<file path="config.mk">
export PLATFORM = sky130hd
export DESIGN_NAME = stage_ex_mdu_flat
export DESIGN_NICKNAME = d
export VERILOG_FILES = /design/src/rtl/stage_ex_mdu_pkg.sv /design/src/rtl/stage_ex_mdu_if.sv /design/src/rtl/stage_ex_mdu_div_step.sv /design/src/rtl/stage_ex_mdu.sv /design/src/flat_wrapper.sv
export SDC_FILE = /design/constraint.sdc
export NUM_CORES = 1
export LEC_CHECK = 0
export ABC_AREA = 1
export CAP_MARGIN = 20
export CORE_UTILIZATION = 35
export CTS_BUF_LIST = sky130_fd_sc_hd__clkbuf_8
export DETAILED_ROUTE_END_ITERATION = 8
export GPL_TIMING_DRIVEN = 1
export HOLD_SLACK_MARGIN = 0.12
export PLACE_DENSITY = 0.63
export SYNTH_ARGS = -nofsm -noshare
export SYNTH_HDL_FRONTEND = slang
export SYNTH_SLANG_ARGS = --single-unit
</file>
<file path="constraint.sdc">
create_clock -name clk -period 2.3 [get_ports clk]
set_input_delay 0.345 -clock clk [delete_from_list [all_inputs] [get_ports clk]]
set_output_delay 0.345 -clock clk [all_outputs]
set_load 0.01 [all_outputs]
</file>
<file path="src/rtl/stage_ex_mdu_pkg.sv">
// Shared types and helpers for the EX-stage multiply/divide unit.
package stage_ex_mdu_pkg;

  // Operation encoding matches the RV32M funct3 field.
  typedef enum logic [2:0] {
    MDU_MUL    = 3'b000,
    MDU_MULH   = 3'b001,
    MDU_MULHSU = 3'b010,
    MDU_MULHU  = 3'b011,
    MDU_DIV    = 3'b100,
    MDU_DIVU   = 3'b101,
    MDU_REM    = 3'b110,
    MDU_REMU   = 3'b111
  } mdu_op_t;

  typedef enum logic [2:0] {
    S_IDLE = 3'd0,
    S_MUL  = 3'd1,
    S_DIV  = 3'd2,
    S_FIX  = 3'd3,
    S_DONE = 3'd4
  } mdu_state_t;

  // Decoded control word. mdu_en steers an instruction to this unit
  // instead of the single-cycle ALU.
  typedef struct packed {
    logic alu_en;
    logic mdu_en;
    logic mem_rd;
    logic mem_wr;
    logic reg_wr;
  } control_signal_t;

  // rs1 is treated as two's complement for these operations.
  function automatic logic op_signed_a(input mdu_op_t op);
    return (op == MDU_MULH) || (op == MDU_MULHSU) ||
           (op == MDU_DIV)  || (op == MDU_REM);
  endfunction

  // rs2 is treated as two's complement for these operations.
  function automatic logic op_signed_b(input mdu_op_t op);
    return (op == MDU_MULH) || (op == MDU_DIV) || (op == MDU_REM);
  endfunction

  function automatic logic op_is_rem(input mdu_op_t op);
    return (op == MDU_REM) || (op == MDU_REMU);
  endfunction

endpackage

</file>
<file path="src/rtl/stage_ex_mdu_if.sv">
// Request/response bundle between the EX stage and the MDU.
interface stage_ex_mdu_if
  import stage_ex_mdu_pkg::*;
#(
  parameter int XLEN = 32
) ();

  logic            req_e;
  mdu_op_t         op_e;
  logic [XLEN-1:0] in_a;
  logic [XLEN-1:0] in_b;
  logic            flush_e;
  logic            stall_mdu;
  logic            done_e;
  logic [XLEN-1:0] mduresult_e;

  // EX stage side: issues operations, consumes stall and result.
  modport master (
    output req_e, op_e, in_a, in_b, flush_e,
    input  stall_mdu, done_e, mduresult_e
  );

  // MDU side.
  modport slave (
    input  req_e, op_e, in_a, in_b, flush_e,
    output stall_mdu, done_e, mduresult_e
  );

endinterface

</file>
<file path="src/rtl/stage_ex_mdu_div_step.sv">
// DIV_STEP restoring-division iterations on the {remainder, quotient} pair.
// The quotient register starts out holding the dividend and is shifted out
// MSB-first while quotient bits are shifted in at the bottom.
module stage_ex_mdu_div_step #(
  parameter int XLEN     = 32,
  parameter int DIV_STEP = 1
) (
  input  logic [XLEN-1:0] rem_i,
  input  logic [XLEN-1:0] quo_i,
  input  logic [XLEN-1:0] divisor_i,
  output logic [XLEN-1:0] rem_o,
  output logic [XLEN-1:0] quo_o
);

  logic [XLEN:0]   trial;
  logic [XLEN-1:0] rem;
  logic [XLEN-1:0] quo;

  // Unrolled shift/compare/subtract chain.
  always_comb begin
    trial = '0;
    rem   = rem_i;
    quo   = quo_i;
    for (int i = 0; i < DIV_STEP; i++) begin
      trial = {rem, quo[XLEN-1]};
      quo   = {quo[XLEN-2:0], 1'b0};
      if (trial >= {1'b0, divisor_i}) begin
        trial  = trial - {1'b0, divisor_i};
        quo[0] = 1'b1;
      end
      rem = trial[XLEN-1:0];
    end
    rem_o = rem;
    quo_o = quo;
  end

endmodule

</file>
<file path="src/rtl/stage_ex_mdu.sv">
// Iterative RV32M multiply/divide unit beside the EX-stage ALU.
//
// state  | meaning
// -------+-------------------------------------------------------------
// IDLE   | waiting for req_e; corner-case divides resolve straight to DONE
// MUL    | shift-add on operand magnitudes, MUL_STEP bits per cycle
// DIV    | restoring divide on operand magnitudes, DIV_STEP bits per cycle
// FIX    | apply result signs, pick the requested half/quotient/remainder
// DONE   | result on mduresult_e with a one-cycle done_e
//
// Datapath sharing: acc_q is the 2*XLEN product accumulator during MUL and
// the {remainder, quotient} pair during DIV; opb_q holds the multiplicand
// or the divisor magnitude.
module stage_ex_mdu
  import stage_ex_mdu_pkg::*;
#(
  parameter int XLEN     = 32,
  parameter int MUL_STEP = 1,
  parameter int DIV_STEP = 1
) (
  input  logic          clk,
  input  logic          start,
  stage_ex_mdu_if.slave bus
);

  if (XLEN % MUL_STEP != 0) begin : g_bad_mul_step
    $error("stage_ex_mdu: XLEN must be a multiple of MUL_STEP");
  end
  if (XLEN % DIV_STEP != 0) begin : g_bad_div_step
    $error("stage_ex_mdu: XLEN must be a multiple of DIV_STEP");
  end

  localparam int MUL_ITERS = XLEN / MUL_STEP;
  localparam int DIV_ITERS = XLEN / DIV_STEP;
  localparam int MIN_STEP  = (MUL_STEP < DIV_STEP) ? MUL_STEP : DIV_STEP;
  localparam int CNT_W     = $clog2(XLEN / MIN_STEP + 1);

  localparam logic [CNT_W-1:0] MUL_LAST = CNT_W'(MUL_ITERS - 1);
  localparam logic [CNT_W-1:0] DIV_LAST = CNT_W'(DIV_ITERS - 1);
  localparam logic [XLEN-1:0]  INT_MIN  = {1'b1, {(XLEN-1){1'b0}}};
  localparam logic [XLEN-1:0]  ALL_ONES = '1;

  mdu_state_t        state_q, state_d;
  mdu_op_t           op_q, op_d;
  logic [CNT_W-1:0]  cnt_q, cnt_d;
  logic [2*XLEN-1:0] acc_q, acc_d;
  logic [XLEN-1:0]   opb_q, opb_d;
  logic              neg_res_q, neg_res_d;
  logic              neg_rem_q, neg_rem_d;
  logic [XLEN-1:0]   result_q, result_d;

  logic              stall;
  mdu_op_t           op_in;
  logic [2:0]        op_raw;
  logic              a_neg, b_neg;
  logic [XLEN-1:0]   a_mag, b_mag;
  logic              div_by_zero, div_ovf;
  logic [2*XLEN:0]   mul_t;
  logic [XLEN-1:0]   div_rem, div_quo;
  logic [2*XLEN-1:0] prod;
  logic [XLEN-1:0]   quo_s, rem_s, fix_result;

  assign op_in  = bus.op_e;
  assign op_raw = bus.op_e;

  // Incoming operand signs and magnitudes.
  assign a_neg = op_signed_a(op_in) & bus.in_a[XLEN-1];
  assign b_neg = op_signed_b(op_in) & bus.in_b[XLEN-1];
  assign a_mag = a_neg ? -bus.in_a : bus.in_a;
  assign b_mag = b_neg ? -bus.in_b : bus.in_b;

  // Divides whose results are fixed by the ISA and skip iteration.
  assign div_by_zero = op_raw[2] & (bus.in_b == '0);
  assign div_ovf     = op_raw[2] & ~op_raw[0] &
                       (bus.in_a == INT_MIN) & (bus.in_b == ALL_ONES);

  // MUL_STEP shift-add iterations; the extra top bit catches the add carry.
  always_comb begin
    mul_t = {1'b0, acc_q};
    for (int i = 0; i < MUL_STEP; i++) begin
      if (mul_t[0]) begin
        mul_t[2*XLEN:XLEN] = mul_t[2*XLEN:XLEN] + {1'b0, opb_q};
      end
      mul_t = mul_t >> 1;
    end
  end

  stage_ex_mdu_div_step #(
    .XLEN     (XLEN),
    .DIV_STEP (DIV_STEP)
  ) u_div_step (
    .rem_i     (acc_q[2*XLEN-1:XLEN]),
    .quo_i     (acc_q[XLEN-1:0]),
    .divisor_i (opb_q),
    .rem_o     (div_rem),
    .quo_o     (div_quo)
  );

  // Sign fix-up and result selection for the FIX state.
  always_comb begin
    prod  = neg_res_q ? -acc_q : acc_q;
    quo_s = neg_res_q ? -acc_q[XLEN-1:0] : acc_q[XLEN-1:0];
    rem_s = neg_rem_q ? -acc_q[2*XLEN-1:XLEN] : acc_q[2*XLEN-1:XLEN];
    if (op_q == MDU_MUL) begin
      fix_result = prod[XLEN-1:0];
    end else if (op_q == MDU_MULH || op_q == MDU_MULHSU || op_q == MDU_MULHU) begin
      fix_result = prod[2*XLEN-1:XLEN];
    end else if (op_is_rem(op_q)) begin
      fix_result = rem_s;
    end else begin
      fix_result = quo_s;
    end
  end

  // Next-state, datapath updates and stall; flush overrides everything.
  always_comb begin
    state_d   = state_q;
    op_d      = op_q;
    cnt_d     = cnt_q;
    acc_d     = acc_q;
    opb_d     = opb_q;
    neg_res_d = neg_res_q;
    neg_rem_d = neg_rem_q;
    result_d  = result_q;
    stall     = 1'b0;

    unique case (state_q)
      S_IDLE: begin
        if (bus.req_e && !bus.flush_e) begin
          stall     = 1'b1;
          op_d      = op_in;
          cnt_d     = '0;
          neg_res_d = a_neg ^ b_neg;
          neg_rem_d = a_neg;
          if (div_by_zero) begin
            result_d = op_raw[1] ? bus.in_a : ALL_ONES;
            state_d  = S_DONE;
          end else if (div_ovf) begin
            result_d = op_raw[1] ? '0 : INT_MIN;
            state_d  = S_DONE;
          end else if (op_raw[2]) begin
            opb_d   = b_mag;
            acc_d   = {{XLEN{1'b0}}, a_mag};
            state_d = S_DIV;
          end else begin
            opb_d   = a_mag;
            acc_d   = {{XLEN{1'b0}}, b_mag};
            state_d = S_MUL;
          end
        end
      end
      S_MUL: begin
        stall = 1'b1;
        acc_d = mul_t[2*XLEN-1:0];
        cnt_d = cnt_q + 1'b1;
        if (cnt_q == MUL_LAST) state_d = S_FIX;
      end
      S_DIV: begin
        stall = 1'b1;
        acc_d = {div_rem, div_quo};
        cnt_d = cnt_q + 1'b1;
        if (cnt_q == DIV_LAST) state_d = S_FIX;
      end
      S_FIX: begin
        stall    = 1'b1;
        result_d = fix_result;
        state_d  = S_DONE;
      end
      S_DONE: begin
        state_d = S_IDLE;
      end
      default: begin
        state_d = S_IDLE;
      end
    endcase

    if (bus.flush_e) begin
      state_d = S_IDLE;
      stall   = 1'b0;
    end
  end

  // State and datapath registers with synchronous active-low reset.
  always_ff @(posedge clk) begin
    if (!start) begin
      state_q   <= S_IDLE;
      op_q      <= MDU_MUL;
      cnt_q     <= '0;
      acc_q     <= '0;
      opb_q     <= '0;
      neg_res_q <= 1'b0;
      neg_rem_q <= 1'b0;
      result_q  <= '0;
    end else begin
      state_q   <= state_d;
      op_q      <= op_d;
      cnt_q     <= cnt_d;
      acc_q     <= acc_d;
      opb_q     <= opb_d;
      neg_res_q <= neg_res_d;
      neg_rem_q <= neg_rem_d;
      result_q  <= result_d;
    end
  end

  assign bus.stall_mdu   = stall;
  assign bus.done_e      = (state_q == S_DONE);
  assign bus.mduresult_e = (state_q == S_DONE) ? result_q : '0;

endmodule

</file>
<file path="src/flat_wrapper.sv">
// flat-port wrapper written by rule: the top's interface ports become plain ports
module stage_ex_mdu_flat import stage_ex_mdu_pkg::*;
#(
  parameter int XLEN     = 32,
  parameter int MUL_STEP = 1,
  parameter int DIV_STEP = 1
)
  (clk, start, bus_req_e, bus_op_e, bus_in_a, bus_in_b, bus_flush_e, bus_stall_mdu, bus_done_e, bus_mduresult_e);
  stage_ex_mdu_if #(.XLEN(XLEN)) bus_i ();
  input  logic clk;
  input  logic start;
  input wire logic [$bits(bus_i.req_e)-1:0] bus_req_e;
  input wire logic [$bits(bus_i.op_e)-1:0] bus_op_e;
  input wire logic [$bits(bus_i.in_a)-1:0] bus_in_a;
  input wire logic [$bits(bus_i.in_b)-1:0] bus_in_b;
  input wire logic [$bits(bus_i.flush_e)-1:0] bus_flush_e;
  output wire logic [$bits(bus_i.stall_mdu)-1:0] bus_stall_mdu;
  output wire logic [$bits(bus_i.done_e)-1:0] bus_done_e;
  output wire logic [$bits(bus_i.mduresult_e)-1:0] bus_mduresult_e;
  assign bus_i.req_e = bus_req_e;
  assign bus_i.op_e = bus_op_e;
  assign bus_i.in_a = bus_in_a;
  assign bus_i.in_b = bus_in_b;
  assign bus_i.flush_e = bus_flush_e;
  assign bus_stall_mdu = bus_i.stall_mdu;
  assign bus_done_e = bus_i.done_e;
  assign bus_mduresult_e = bus_i.mduresult_e;
  stage_ex_mdu #(.XLEN(XLEN), .MUL_STEP(MUL_STEP), .DIV_STEP(DIV_STEP)) u_core (.clk(clk), .start(start), .bus(bus_i));
endmodule
</file>
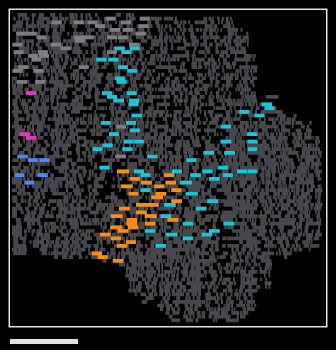
Fig. 1. Register map, names as in the netlist.
Scale bar: 50 um.
color	name in the netlist	flops
cyan	u_core.acc_q	64
blue	u_core.cnt_q	6
orange	u_core.opb_q	32
magenta	u_core.state_q	3
not colored	37
flop share of the area: 10.9%
Register Area: 0.00294 sq mm
Seq group: 2.89 mW
Final Util: 52.3%

==> results_slide.txt <==
Flow Results at a Glance

Global routing
  – M3 GR Usage: 6.19%
  – Initial antenna violation count: 1
  – M1 GR Usage: 44.0%
  – Overflow after GRT: 0
  – Vias in the first global route: 23,500
  – Total global-route track usage: 34.1%
  – Largest net degree at the start of global routing: 74
  – First-pass GRT wire length: 138,000 um
  – Global route hottest layer: met2

Yosys
  – Yosys warning tally: 0
  – Main logic family: simple AND/OR/NAND/NOR gates
  – Top_reg_cell synth: dfxtp_1
  – Top post-synthesis cells by count: nand2_1 (1,143), inv_1 (458), nor2_1 (445)
  – Yosys synthesis chip area: 0.0183 sq mm
  – Ys cells: 3,523
  – And+or+nand+nor area frac: 47.5%
  – FA/HA/MAJ Cells, Area Fraction: 5.00%
  – Synth Seq Share: 15.5%
  – Synth top area cells: nand2_1 (23%), dfxtp_1 (16%), nand3_1 (11%)
  – Synth Instances: 3,523
  – Mapped Area: 0.0183 sq mm
  – Most common cell in the synthesized netlist: nand2_1
  – Xor/xnor share: 3.44%
  – Avg Inst Size Synth: 5.20 sq um
  – AND-OR/OR-AND Cells, Area Fraction: 15.6%
  – Cell variety after synth: 44
  – Area fraction in mux cells: 0%
  – Net Count, Synth: 3,666
  – Number of enable flip-flop cells: 0

Final layout
  – Non-CTS buffers: 752
  – Logic cell area: 0.0149 sq mm
  – Logic Gate Count: 2,781
  – Largest registers: u_core.acc_q: 64 flops, u_core.opb_q: 32 flops, u_core.result_q: 32 flops
  – Clock buf count: 17
  – Antenna Cells: 0
  – Fill cell count: 5,423
  – Largest class: multi-input combinational cells
  – Multi-input combinational area share: 55.2%
  – NumNets Final: 4,310
  – Final Cell Area: 0.0270 sq mm
  – Dominant logic cell types in the final layout: nand2_1 (1,040), buf_4 (617), inv_1 (430), nor2_1 (384), nand3_1 (347)
  – Non-Clock Inverter Count: 473
  – Dominant logic cell type in the layout: nand2_1
  – Flop count: 142
  – Layout area overhead: 47.2%
  – Clock network share of area: 1.41%
  – Fin cells: 4,859
  – Max FFs per register: 64
  – Non-clk buf share: 22.7%
  – Share of cells above drive strength 1: 27.5%

Final timing
  – Crit path time final: 2290 ps
  – Max Transition Viols Final: 0
  – Crit share post-route: 99.8%
  – RSZ-0062 raised after global routing: yes
  – Worst setup margin: 5.12 ps
  – Hold slack: 146 ps
  – Slew @ Worst Pin: 676 ps
  – Setup_tns: 0 ps
  – Final Hold Viols: 0
  – Final setup vio count: 0
  – Maximum clock rate: 436 MHz
  – Slew headroom: 54.9%

Power
  – Psw: 6.52 mW
  – Clock network power: 2.14 mW
  – Reg power frac: 20.9%
  – Main power group: combinational cells
  – Switching share of power: 47.2%
  – P_int: 7.29 mW
  – Clock power frac: 15.5%
  – Combinational power: 8.78 mW
  – IR drop worst, VDD: 0.457 mV
  – Power per cell area: 513 mW/mm^2
  – Logic pwr share: 63.6%
  – Leakage power: 13.4 nW

Worst setup path
  – FF-to-FF Start: u_core.acc_q[36]$_SDFFE_PN0P_
  – Crit. path cell count: 13
  – Crit path from: u_core.acc_q[36]$_SDFFE_PN0P_
  – Crit-path cells: buf_4, nor2_1, nand2_2, nor2_4, nand4_1, buf_4, nand2_1, a21oi_1, o21ai_1, buf_4, nand3_1, nand2_2, a21oi_1
  – Worst path slowest cell: dfxtp_4
  – R2R cell count: 13
  – Critical path arrival: 2670 ps
  – Startpoint type of the worst setup path: flop
  – Worst-path maximum fanout: 6
  – CP Capture Point: u_core.result_q[24]$_SDFFE_PN0P_
  – CP bufs+invs: 3
  – Crit-path most repeated cell: buf_4
  – Critical path type: flop to flop
  – Crit path DRT: 2680 ps
  – Setup crit end kind: flop
  – Top delay family on crit path: simple AND/OR/NAND/NOR gates
  – Worst R2R End: u_core.result_q[24]$_SDFFE_PN0P_
  – FF-to-FF setup slack: 5 ps

Placement
  – Cell Area, Placed: 0.0245 sq mm
  – HPWL Detailed: 76,500 um
  – IO buf count: 104
  – Gpl congestion: 1.10
  – Inst Count DP: 4,811
  – Pre-CTS setup slack: -405 ps

Route
  – WL final: 94,600 um
  – Metal3 WL: 9150 um
  – Pre-Repair DR Iteration Count: 8
  – WL met1: 38,100 um
  – Top Metal Used: met5
  – Routed len/inst: 19.5 um
  – Routed Antenna Nets: 0
  – Vias: 26,100
  – Met2 wire len: 39,700 um
  – Iter 0 DRT Violations: 2,945
  – Drt drc: 0

Floorplanning
  – Die X: 231 um
  – Die footprint: 0.0532 sq mm
  – N_taps: 680
  – # rows: 83
  – FP Util: 35.5%
  – Core area: 0.0515 sq mm
  – Die Y: 231 um
  – Io pins: 105

Clock tree
  – Max Buffers Root-to-Sink: 2
  – Clock transition at the registers of the reported paths: 100 ps
  – CTS buffer count: 17
  – CTS sink count: 142
  – Hold buffer count at cts: 0
  – Post-CTS sizing: 153
  – Clk latency late pin: 490 ps
  – Post-CTS Repair Setup Buffers: 1
  – CTS tree: built
  – Htree depth: 4
  – Root Driver: clkbuf_8

Worst hold path
  – Hold depth: 3
  – WHS Endpoint: u_core.cnt_q[4]$_SDFFE_PN0P_
  – Hold_sp: start

Run
  – Number of max-cap violations: 0
  – Count of tool warnings: 29

Status
  – Outcome: finished, final reports clean
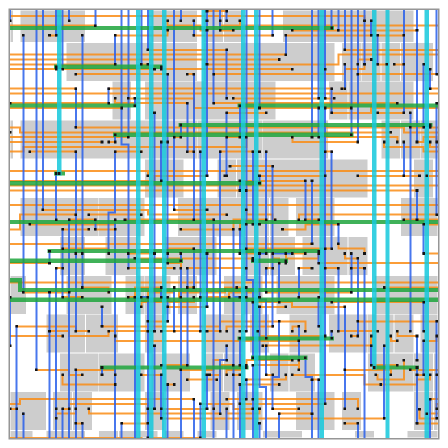
Fig. 2. Zoomed window.
Window x 158 to 188, y 43 to 73 um. Cells in gray, sequential cells in the stronger gray; small squares are vias.
color	layer
cyan	M4
green	M3
orange	M1
blue	M2
most frequent	nand2_1 (14), inv_1 (10)
cells with their middle in the window	76
sequential cells in the window	0

No activity file was given, so power comes from the tool's default toggle rates.
